`src/rtl/serial_adder.sv`:
```
// serial_adder
//   Bit-serial adder/subtractor. One full-adder cell is reused across WIDTH
//   operand bits, one bit per clock, LSB first. Operands are captured on an
//   accepted start; a one-cycle done pulse marks the cycle in which the
//   result registers hold the new result.
//
// Parameters
//   WIDTH  operand/result width in bits (>= 2)
//
// Ports
//   clk    rising-edge clock
//   rst    synchronous active-high reset
//   start  request, accepted only while busy = 0
//   sub    0: in0 + in1 + cin, 1: in0 - in1 (sampled with start)
//   cin    carry-in for add, ignored for subtract (sampled with start)
//   in0    operand A (sampled with start)
//   in1    operand B (sampled with start)
//   busy   high while bits are being processed
//   done   one-cycle pulse, results valid
//   out    sum/difference, held until the next completion
//   c_out  carry out of the MSB (subtract: 1 = no borrow)
//   ovf    signed overflow
module serial_adder #(
  parameter int WIDTH = 8
) (
  input  logic             clk,
  input  logic             rst,
  input  logic             start,
  input  logic             sub,
  input  logic             cin,
  input  logic [WIDTH-1:0] in0,
  input  logic [WIDTH-1:0] in1,
  output logic             busy,
  output logic             done,
  output logic [WIDTH-1:0] out,
  output logic             c_out,
  output logic             ovf
);

  localparam int CW = (WIDTH > 2) ? $clog2(WIDTH) : 1;

  typedef enum logic [1:0] {
    ST_IDLE = 2'd0,
    ST_RUN  = 2'd1,
    ST_DONE = 2'd2
  } state_t;

  state_t           state_reg;
  state_t           state_next;

  logic [WIDTH-1:0] a_reg;
  logic [WIDTH-1:0] b_reg;
  logic [WIDTH-1:0] res_reg;
  logic             carry_reg;
  logic [CW-1:0]    cnt_reg;
  logic [WIDTH-1:0] out_reg;
  logic             c_out_reg;
  logic             ovf_reg;

  // Shared full-adder cell working on the current LSBs.
  logic             sum_bit;
  logic             carry_next;
  logic             last_bit;
  logic             accept;
  logic [WIDTH-1:0] res_next;

  assign sum_bit    = a_reg[0] ^ b_reg[0] ^ carry_reg;
  assign carry_next = (a_reg[0] & b_reg[0]) | (a_reg[0] & carry_reg) | (b_reg[0] & carry_reg);
  assign last_bit   = (cnt_reg == CW'(WIDTH - 1));
  assign accept     = (state_reg != ST_RUN) && start;

  // Result fills from the top: after WIDTH shifts the first (LSB) sum bit
  // has travelled down to bit 0.
  assign res_next = {sum_bit, res_reg[WIDTH-1:1]};

  // State register.
  always_ff @(posedge clk) begin
    if (rst) begin
      state_reg <= ST_IDLE;
    end else begin
      state_reg <= state_next;
    end
  end

  // Next-state logic. DONE behaves like IDLE so a start in the done cycle
  // chains straight into the next operation.
  always_comb begin
    state_next = state_reg;
    case (state_reg)
      ST_IDLE, ST_DONE: state_next = start ? ST_RUN : ST_IDLE;
      ST_RUN:           state_next = last_bit ? ST_DONE : ST_RUN;
      default:          state_next = ST_IDLE;
    endcase
  end

  // Moore outputs.
  always_comb begin
    busy = 1'b0;
    done = 1'b0;
    case (state_reg)
      ST_RUN:  busy = 1'b1;
      ST_DONE: done = 1'b1;
      default: ;
    endcase
  end

  // Datapath. Subtraction is A + ~B + 1, so B is inverted on load and the
  // carry is preset to 1; cin only matters for addition.
  always_ff @(posedge clk) begin
    if (rst) begin
      a_reg     <= '0;
      b_reg     <= '0;
      res_reg   <= '0;
      carry_reg <= 1'b0;
      cnt_reg   <= '0;
      out_reg   <= '0;
      c_out_reg <= 1'b0;
      ovf_reg   <= 1'b0;
    end else if (accept) begin
      a_reg     <= in0;
      b_reg     <= sub ? ~in1 : in1;
      carry_reg <= sub ? 1'b1 : cin;
      cnt_reg   <= '0;
    end else if (state_reg == ST_RUN) begin
      a_reg     <= a_reg >> 1;
      b_reg     <= b_reg >> 1;
      carry_reg <= carry_next;
      res_reg   <= res_next;
      cnt_reg   <= cnt_reg + CW'(1);
      if (last_bit) begin
        out_reg   <= res_next;
        c_out_reg <= carry_next;
        // carry_reg still holds the carry into the MSB on this cycle.
        ovf_reg   <= carry_reg ^ carry_next;
      end
    end
  end

  assign out   = out_reg;
  assign c_out = c_out_reg;
  assign ovf   = ovf_reg;

endmodule

```
`config.mk`:
```
export PLATFORM = sky130hd
export DESIGN_NAME = serial_adder
export DESIGN_NICKNAME = d
export VERILOG_FILES = /design/src/rtl/serial_adder.sv
export SDC_FILE = /design/constraint.sdc
export NUM_CORES = 1
export LEC_CHECK = 0
export CAP_MARGIN = 0
export CORE_MARGIN = 1.5
export CORE_UTILIZATION = 54
export DETAILED_ROUTE_END_ITERATION = 8
export GPL_TIMING_DRIVEN = 0
export PLACE_DENSITY = 0.88
export SYNTH_ARGS = -nofsm -noshare
export SYNTH_HDL_FRONTEND = slang
export SYNTH_SLANG_ARGS = --single-unit
```
`constraint.sdc`:
```
create_clock -name clk -period 2.35 [get_ports clk]
set_clock_uncertainty 0.2 [all_clocks]
set_input_delay 0.705 -clock clk [delete_from_list [all_inputs] [get_ports clk]]
set_output_delay 0.705 -clock clk [all_outputs]
set_load 0.01 [all_outputs]
```
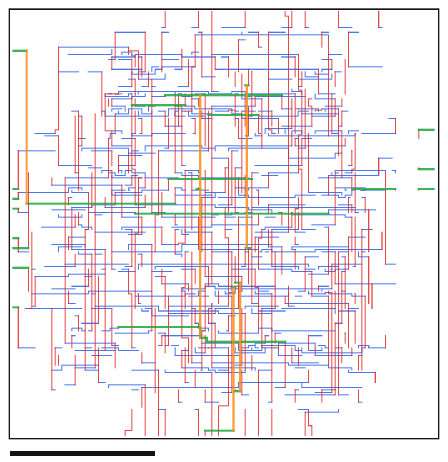
Figure 1: run 1, metal layers overlaid.
Bar = 20 um.
- green: metal 3 (wire length 142 um)
- orange: metal 4 (wire length 112 um)
- blue: metal 1 (wire length 1,560 um)
- red: metal 2 (wire length 1,540 um)

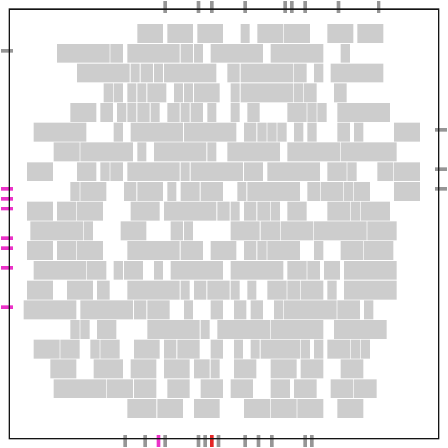
Figure 2: run 1, I/O pins on the die edge.
Pins as bars across the die edge, other pins in gray.
- red: cin (pins 1; direction input; edge south)
- magenta: in0 (pins 8; direction input; edge 7 west, 1 south)
- all pins by edge: 13 south, 9 north, 8 west, 3 east

==> ci_impl_report.md, run 1 <==
### Flow metrics

| Metric | Value |
|---|---|
| Biggest area consumer among synthesized cells | `sky130_fd_sc_hd__dfxtp_1` |
| Sw Pwr | `between 0.0003 and 0.0004 W` |
| Residual DRC count | `0` |
| CTS root buf | `sky130_fd_sc_hd__clkbuf_4` |
| Mapped Area | `between 0.0015 and 0.002 mm2` |
| WL/cell | `between 10 and 15 um` |
| Power density over the cells | `approximately 590 mW/mm2` |
| Clock group share of total power | `a little over a quarter` |
| Leakage power | `0.782 nW` |
| Total die size | `between 0.003 and 0.004 mm2` |
| Req. time, crit path | `approximately 1.4 ns` |
| H-Tree Depth | `2` |
| Type of the worst setup path | `flip-flop to output pin` |
| Overall die height | `59.0 um` |
| Cell with the most instances after synthesis | `sky130_fd_sc_hd__nand2_1` |
| Yosys chip area | `between 0.0015 and 0.002 mm2` |
| Warnings from Yosys | `0` |
| Max Cap Viol | `0` |
| Pin count of the biggest net entering global routing | `20` |
| Top cells, area | `sky130_fd_sc_hd__dfxtp_1 (46%), sky130_fd_sc_hd__nand2_1 (9.3%), sky130_fd_sc_hd__a21oi_1 (7.4%)` |
| Actual transition at the worst max-transition pin | `around 0.50 ns` |
| Type of element launching the critical path | `flip-flop` |
| Net total in the final layout | `approximately 250` |
| Number of buffers inserted for hold repair after clock tree synthesis | `0` |
| DP HPWL | `between 2 and 2.5 mm` |
| Remaining global-route overflow | `0` |
| Standard cell core area | `between 0.003 and 0.004 mm2` |
| RSZ-0062 raised after global routing | `no` |
| Worst R2R Start | `cnt_reg[0]` |
| Worst-skew pair later-pin latency | `0.35 ns` |
| Signed area change from the synthesized netlist to the final layout | `23.6%` |
| Tool warnings | `26` |
| Number of vias per cell after detailed routing | `roughly 5.2` |
| Buffer count from post-CTS setup fixing | `0` |
| Final weighted congestion in routability-driven placement | `around 0.73` |
| Number of I/O port buffers | `30` |
| Clock period minus worst slack | `approximately 2.3 ns` |
| Element type at the critical path end | `output pin` |
| Number of buffers inserted during clock tree synthesis | `5` |
| Distinct cell type count of the synthesized netlist | `25` |
| Via count | `~1,400` |
| Number of instances in the synthesized netlist | `190` |
| FMAX | `about 440 MHz` |
| Post-route setup slack | `roughly 0.076 ns` |
| Highest net fanout along the worst path | `19` |
| Number of placement rows | `20` |
| Floorplan net count | `214` |
| # diodes | `0` |
| Iteration tally of the first detailed-router pass | `4` |
| Fraction of power consumed by sequential logic | `a little under three fifths` |
| Share of power burned in combinational logic | `between 10% and 20%` |
| Clock-pin slew on the worst setup and hold paths | `0.12 ns` |
| Maximum count of clock buffers along a single path | `2` |
| Yosys Instances | `approximately 190` |
| Share of final-layout standard cells stronger than drive strength 1 | `10.1%` |
| Register-to-register setup slack | `about 0.78 ns` |
| Top_reg_cell synth | `sky130_fd_sc_hd__dfxtp_1` |
| Cell types with the highest counts after synthesis | `sky130_fd_sc_hd__nand2_1 (42), sky130_fd_sc_hd__dfxtp_1 (39), sky130_fd_sc_hd__a21oi_1 (25)` |
| Run status | `finished clean` |
| Launching instance or port of the critical path | `state_reg[1]` |
| Setup_tns | `0 ns` |
| Yosys top cell area share | `between 40% and 50%` |
| CTS sink count | `39` |
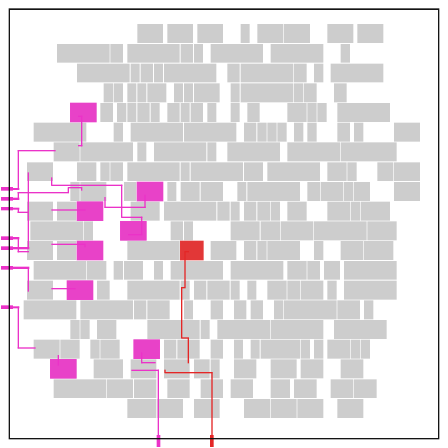
Figure 3: run 1, wires at chosen ports, followed through buffers.
- red: cin (direction input; end cells 1; buffers 1; wire 32.6 um)
- magenta: in0 (direction input; end cells 8; buffers 8; wire 121 um)

[run 1: stage by stage]
| stage | power (W) | cell area (um2) | instances | utilization, % |
|---|---|---|---|---|
| 5_1_grt | 0.00129 | 2090 | 271 | 69.2 |
| 3_3_place_gp | 0.000918 | 2050 | 264 | 67.7 |
| 2_1_floorplan | 0.000858 | 1690 | 190 | - |
| 3_5_place_dp | 0.000923 | 2050 | 264 | 67.7 |
| 6_report | 0.00124 | 2090 | 271 | 69.2 |
| 4_1_cts | 0.00124 | 2090 | 271 | 69.2 |
[run 1: layout make-up]
type | count | area (um2) | area share (%)
plain buffers | 13 | 92.6 | 4.42
clock buffers | 6 | 41.3 | 1.97
clock inverters | 2 | 12.5 | 0.597
inverters | 2 | 15.0 | 0.717
multi-input cells | 135 | 795 | 37.9
flip-flops and latches | 39 | 782 | 37.3
well taps | 44 | 55.1 | 2.63
repair buffers | 30 | 302 | 14.4
[run 1: layout by cell type, fill, tap and decap left out, drive strengths merged]
cell type	count
clkdlybuf4s50	29
clkdlybuf4s15	1
dfxtp	39
clkinv	1
a21oi	27
clkbuf	8
nand3b	4
nand2	42
nor2	18
buf	11
inv	2
a2111oi	1
nand2b	3
a211o	7
nor3	1
a211oi	8
nor2b	1
fa	1
a2bb2oi	1
o221ai	1
clkinvlp	1
and3b	1
mux2i	8
xnor2	9
ha	2
[run 1: power groups by stage]
stage	combinational (W)	sequential, W	clock [W]
after floorplan	0.000135	0.000722	0
after detailed placement	0.000195	0.000727	0
final	0.000192	0.000712	0.000335
after global placement	0.000192	0.000726	0
after CTS	0.000193	0.000712	0.000339
after global routing	0.000210	0.000717	0.000367
[run 1: routing by layer]
| layer | global-route usage [%] | vias up | part of all wire (%) |
|---|---|---|---|
| li1 | - | 712 | - |
| met1 | 27.0 | 659 | 47 |
| met2 | 32.2 | 32 | 46 |
| met3 | 6.77 | 11 | 4.2 |
| met4 | 11.7 | 0 | 3.3 |
| met5 | 0 | - | 0 |
[run 1: logic make-up (layout without fill, tap and decap cells)]
group	after synthesis	count (layout)	synth area share, %
AOI/OAI and AO/OA	45	45	17.5
and+or+nand+nor	70	70	17.4
muxes	8	8	4.73
xor gates and xnor gates	9	9	4.65
DFF	39	39	46.1
buffers and inverters	16	53	7.02
adders and majority gates	3	3	2.66
[run 1: worst min path at each step]
stage | endpoint | slack, ns | cells past startpoint
2_1_floorplan | out[0] | 0.23 | 2
3_3_place_gp | b_reg[0] | 0.24 | 2
6_report | out[6] | 0.26 | 2
3_5_place_dp | out[4] | 0.25 | 2
4_1_cts | out[4] | 0.27 | 2
5_1_grt | out[4] | 0.28 | 2
[run 1: worst max-delay path, stage by stage (launching register included)]
cell	delay, ns
sky130_fd_sc_hd__dfxtp_2	0.35
sky130_fd_sc_hd__nand2b_1	0.14
sky130_fd_sc_hd__buf_6	0.15
sky130_fd_sc_hd__inv_8	0.12
sky130_fd_sc_hd__clkdlybuf4s15_2	0.25
[run 1: repair_timing]
action	4_1_cts	5_1_grt
gates resized	4	0
endpoints found under the hold margin	0	0
setup endpoints to repair	1	0
==> inputs of run 2 (changes only) <==
GPL_ROUTABILITY_DRIVEN = 0   (was not set)
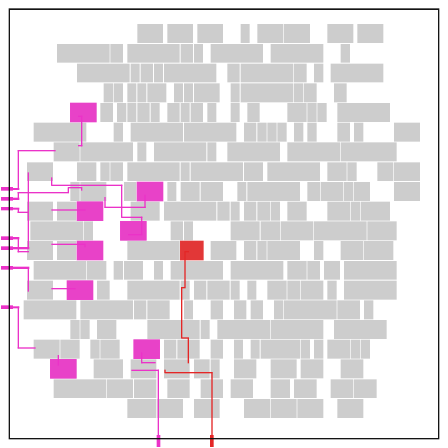
Figure 4: run 2, wires at chosen ports, followed through buffers.
- red: cin (direction input; end cells 1; buffers 1; wire 32.6 um)
- magenta: in0 (direction input; end cells 8; buffers 8; wire 121 um)

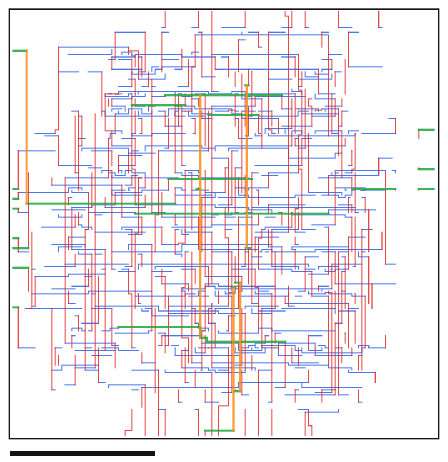
Figure 5: run 2, metal layers overlaid.
Bar = 20 um.
- blue: metal 1 (wire length 1,560 um)
- red: metal 2 (wire length 1,540 um)
- orange: metal 4 (wire length 112 um)
- green: metal 3 (wire length 142 um)

==> ci_impl_report.md, run 2 <==
### Flow metrics

| Metric | Value |
|---|---|
| Standard cell core area | `0.00303 mm2 (unchanged)` |
| Floorplan net count | `214 (unchanged)` |
| H-Tree Depth | `2 (unchanged)` |
| Cts repair resizes | `4 (unchanged)` |
| Dominant logic cell type in the layout | `sky130_fd_sc_hd__nand2_1` |
| Number of buffers inserted for hold repair after clock tree synthesis | `0 (unchanged)` |
| RSZ-0062 raised after global routing | `no` |
| Biggest area consumer among synthesized cells | `sky130_fd_sc_hd__dfxtp_1` |
| Number of I/O port buffers | `30 (unchanged)` |
| Actual transition at the worst max-transition pin | `0.496 ns (unchanged)` |
| Worst R2R Start | `cnt_reg[0]` |
| Run status | `finished clean` |
| FMAX | `440 MHz (unchanged)` |
| DP HPWL | `2.35 mm (unchanged)` |
| Iteration tally of the first detailed-router pass | `4 (unchanged)` |
| Cell-by-cell trace of the critical path | `nand2b_1 -> buf_6 -> inv_8 -> clkdlybuf4s15_2` |
| Power density over the cells | `592 mW/mm2 (unchanged)` |
| Net total in the final layout | `250 (unchanged)` |
| CTS root buf | `sky130_fd_sc_hd__clkbuf_4` |
| Type of the worst setup path | `flip-flop to output pin` |
| Post-Route Utilization | `69.2% (unchanged)` |
| Yosys top cell area share | `46.1% (unchanged)` |
| Yosys Instances | `190 (unchanged)` |
| Maximum count of clock buffers along a single path | `2 (unchanged)` |
| Launching instance or port of the critical path | `state_reg[1]` |
| Mapped Area | `0.00169 mm2 (unchanged)` |
| Most frequently placed logic cells in the final layout | `sky130_fd_sc_hd__nand2_1 (42), sky130_fd_sc_hd__dfxtp_1 (38), sky130_fd_sc_hd__clkdlybuf4s50_1 (29)` |
| Element type at the critical path end | `output pin` |
| Clock period minus worst slack | `2.27 ns (unchanged)` |
| Cell types with the highest counts after synthesis | `sky130_fd_sc_hd__nand2_1 (42), sky130_fd_sc_hd__dfxtp_1 (39), sky130_fd_sc_hd__a21oi_1 (25)` |
| Final std cells w/o fill | `271 (unchanged)` |
| Number of vias per cell after detailed routing | `5.22 (unchanged)` |
| Number of instances in the synthesized netlist | `190 (unchanged)` |
| Warnings from Yosys | `0 (unchanged)` |
| Leakage power | `0.782 nW (unchanged)` |
| Setup_tns | `0 ns (unchanged)` |
| Buffer count from post-CTS setup fixing | `0 (unchanged)` |
| Number of buffers inserted during clock tree synthesis | `5 (unchanged)` |
| Placed instance count | `264 (unchanged)` |
| Signed area change from the synthesized netlist to the final layout | `23.6% (unchanged)` |
| Worst-skew pair later-pin latency | `0.35 ns (about the same)` |
| Residual DRC count | `0 (unchanged)` |
| Number of placement rows | `20 (unchanged)` |
| Distinct cell type count of the synthesized netlist | `25 (unchanged)` |
| Yosys chip area | `0.00169 mm2 (unchanged)` |
| Overall die height | `59.0 um (unchanged)` |
| Delay of the slowest critical-path stage | `0.35 ns (about the same)` |
==> run 2: cell counts after synthesis <==
Identical to the previous run, type by type.
==> run 2: area by class of cell <==
class | instances | area, um2 | area share, %
sequential | 39 | 782 | 37.3
multi-input combinational | 135 | 795 | 37.9
inverter | 2 | 15.0 | 0.717
clock inverter | 2 | 12.5 | 0.597
tap | 44 | 55.1 | 2.63
timing repair buffer | 30 | 302 | 14.4
buffer | 13 | 92.6 | 4.42
clock buffer | 6 | 41.3 | 1.97
==> run 2: through the flow <==
step | total power (W) | instance area, um2 | setup WS [ns] | hold slack [ns]
3_5_place_dp | 0.000923 | 2050 | 0.0635 | 0.249
4_1_cts | 0.00124 | 2090 | 0.0742 | 0.265
6_report | 0.00124 | 2090 | 0.0757 | 0.263
2_1_floorplan | 0.000858 | 1690 | 0.677 | 0.232
3_3_place_gp | 0.000918 | 2050 | 0.0820 | 0.244
5_1_grt | 0.00129 | 2090 | 0.00120 | 0.282
==> run 2: critical path: cells and delay by family (launching register included) <==
family	cells	cell delay, ns
simple gates	1	0.14
flops	1	0.35
buf+inv	3	0.52
==> run 2: kinds of logic after synthesis <==
group	count (synthesis)	synth area share (%)
XOR/XNOR	9	4.65
buffers and inverters	16	7.02
AND/OR/NAND/NOR	70	17.4
AND-OR/OR-AND	45	17.5
adder cells (fa/ha/maj)	3	2.66
multiplexers	8	4.73
flip-flops	39	46.1
==> run 2: layer usage <==
metal	share of wire (%)	wire length, um	vias to the layer above	global-route usage (%)
met1	47	1560	659	27.0
met2	46	1540	32	32.2
li1	-	-	712	-
met5	0	0	-	0
met4	3.3	111	0	11.7
met3	4.2	141	11	6.77
==> run 2: path summary, 6_finish.rpt <==
kind | end | slack (ns) | depth (start not counted)
setup / recovery | busy | 0.08 | 4
hold / removal | out[6] | 0.26 | 2
setup reg to reg | out[5] | 0.78 | 6
hold reg to reg | out[6] | 0.26 | 2
==> run 2: power by group <==
part	internal (W)	switching (W)	total [W]	leakage, nW
sequential	0.000693	0.0000196	0.000712	0.319
combinational	0.0000992	0.0000929	0.000192	0.435
clock	0.000115	0.000220	0.000335	0.0282
==> inputs of run 3 (changes only) <==
SLEW_MARGIN = 10   (was not set)
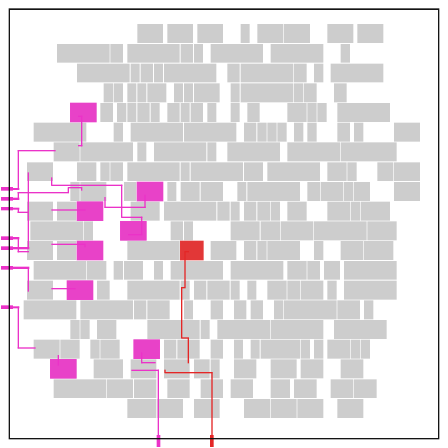
Figure 6: run 3, wires at chosen ports, followed through buffers.
number of I/O port buffers: 30
Ports: 33

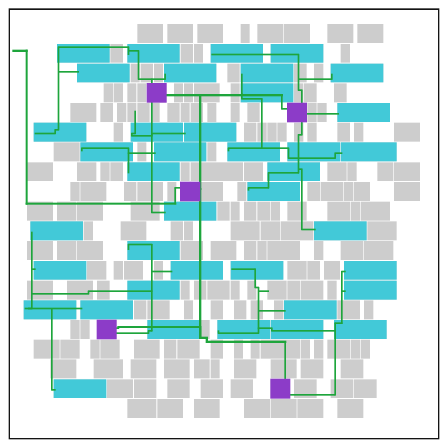
Figure 7: run 3, routed clock nets over the placement.
- green: clock wires (length 445 um)
- purple: clock drivers (count 5)
- cyan: flip-flops (count 39)
- routed clock nets: 6

==> ci_impl_report.md, run 3 <==
### Flow metrics

| Metric | Value |
|---|---|
| Run status | `finished clean` |
| FMAX | `440 MHz (unchanged)` |
| Number of placement rows | `20 (unchanged)` |
| Cell types with the highest counts after synthesis | `sky130_fd_sc_hd__nand2_1 (42), sky130_fd_sc_hd__dfxtp_1 (39), sky130_fd_sc_hd__a21oi_1 (25)` |
| Most used routing layer | `met2` |
| Setup_tns | `0 ns (unchanged)` |
| Post-Route Utilization | `69.2% (unchanged)` |
| Number of buffers inserted during clock tree synthesis | `5 (unchanged)` |
| Standard cell core area | `0.00303 mm2 (unchanged)` |
| Overall die height | `59.0 um (unchanged)` |
| Worst path depth | `4 (unchanged)` |
| Signed area change from the synthesized netlist to the final layout | `23.6% (unchanged)` |
| Most frequently placed logic cells in the final layout | `sky130_fd_sc_hd__nand2_1 (42), sky130_fd_sc_hd__dfxtp_1 (38), sky130_fd_sc_hd__clkdlybuf4s50_1 (29)` |
| Share of power burned in combinational logic | `15.5% (about the same)` |
| Number of vias per cell after detailed routing | `5.22 (unchanged)` |
| Floorplan net count | `214 (unchanged)` |
| Cell-by-cell trace of the critical path | `nand2b_1 -> buf_6 -> inv_8 -> clkdlybuf4s15_2` |
| Clock period minus worst slack | `2.27 ns (unchanged)` |
| Actual transition at the worst max-transition pin | `0.496 ns (unchanged)` |
| RSZ-0062 raised after global routing | `no` |
| Fraction of power consumed by sequential logic | `57.5% (about the same)` |
| Net total in the final layout | `250 (unchanged)` |
| Iteration tally of the first detailed-router pass | `4 (unchanged)` |
| Leakage power | `0.782 nW (unchanged)` |
| Internal Pwr Total | `0.000907 W (unchanged)` |
| Maximum count of clock buffers along a single path | `2 (unchanged)` |
| Worst-skew pair later-pin latency | `0.35 ns (about the same)` |
| Element type at the critical path end | `output pin` |
| Type of the worst setup path | `flip-flop to output pin` |
| Mapped Area | `0.00169 mm2 (unchanged)` |
| Count of buffering cells on the critical path with inverters included | `3 (unchanged)` |
| Distinct cell type count of the synthesized netlist | `25 (unchanged)` |
| Power density over the cells | `592 mW/mm2 (unchanged)` |
| CTS root buf | `sky130_fd_sc_hd__clkbuf_4` |
| Kind of cell adding the most delay to the critical path | `buffers and inverters` |
| Instance area after placement | `0.00205 mm2 (unchanged)` |
| Warnings from Yosys | `0 (unchanged)` |
| H-Tree Depth | `2 (unchanged)` |
| Dominant logic cell type in the layout | `sky130_fd_sc_hd__nand2_1` |
| Sw Pwr | `0.000332 W (unchanged)` |
| Delay of the slowest critical-path stage | `0.35 ns (about the same)` |
| Yosys chip area | `0.00169 mm2 (unchanged)` |
| Yosys top cell area share | `46.1% (unchanged)` |
| Yosys Instances | `190 (unchanged)` |
| Biggest area consumer among synthesized cells | `sky130_fd_sc_hd__dfxtp_1` |
| Final design area excluding fillers | `0.00209 mm2 (unchanged)` |
run 3: area by class of cell:
cell class / count / area, um2
timing repair buffer: 30 / 302
inverter: 2 / 15.0
sequential: 39 / 782
buffer: 13 / 92.6
clock buffer: 6 / 41.3
clock inverter: 2 / 12.5
multi-input combinational: 135 / 795
tap: 44 / 55.1
fill: 238 / 933
run 3: worst min-delay path: stages, from the launching register on:
cell and delay [ns]:
sky130_fd_sc_hd__dfxtp_1 0.33, sky130_fd_sc_hd__nand2_1 0.05, sky130_fd_sc_hd__a21oi_1 0.05
run 3: logic make-up after synthesis:
family | share of synthesized area (%)
multiplexers | 4.73
buffers and inverters | 7.02
AND/OR/NAND/NOR | 17.4
AND-OR/OR-AND | 17.5
flip-flops | 46.1
adder cells (fa/ha/maj) | 2.66
XOR/XNOR | 4.65
run 3: path summary, 6_finish.rpt:
check / start / end / slack (ns)
worst max-delay path: state_reg[1] / busy / 0.08
worst min-delay path: out[6] / out[6] / 0.26
worst max register to register: cnt_reg[0] / out[5] / 0.78
worst min register to register: out[6] / out[6] / 0.26
run 3: metrics by stage:
step	setup WS [ns]	instances
final	0.0757	271
after CTS	0.0742	271
after detailed placement	0.0635	264
after global routing	0.00120	271
after floorplan	0.677	190
after global placement	0.0820	264
run 3: per-layer routing:
metal | up-vias | wire length (um)
met5 | - | 0
met4 | 0 | 111
met3 | 11 | 141
met2 | 32 | 1540
met1 | 659 | 1560
li1 | 712 | -
run 3: power by group through the flow:
stage	Combinational, W	Clock, W	Sequential, W
after floorplan	0.000135	0	0.000722
after global placement	0.000192	0	0.000726
after detailed placement	0.000195	0	0.000727
after CTS	0.000193	0.000339	0.000712
after global routing	0.000210	0.000367	0.000717
final	0.000192	0.000335	0.000712
No activity file was given, so power comes from the tool's default toggle rates.
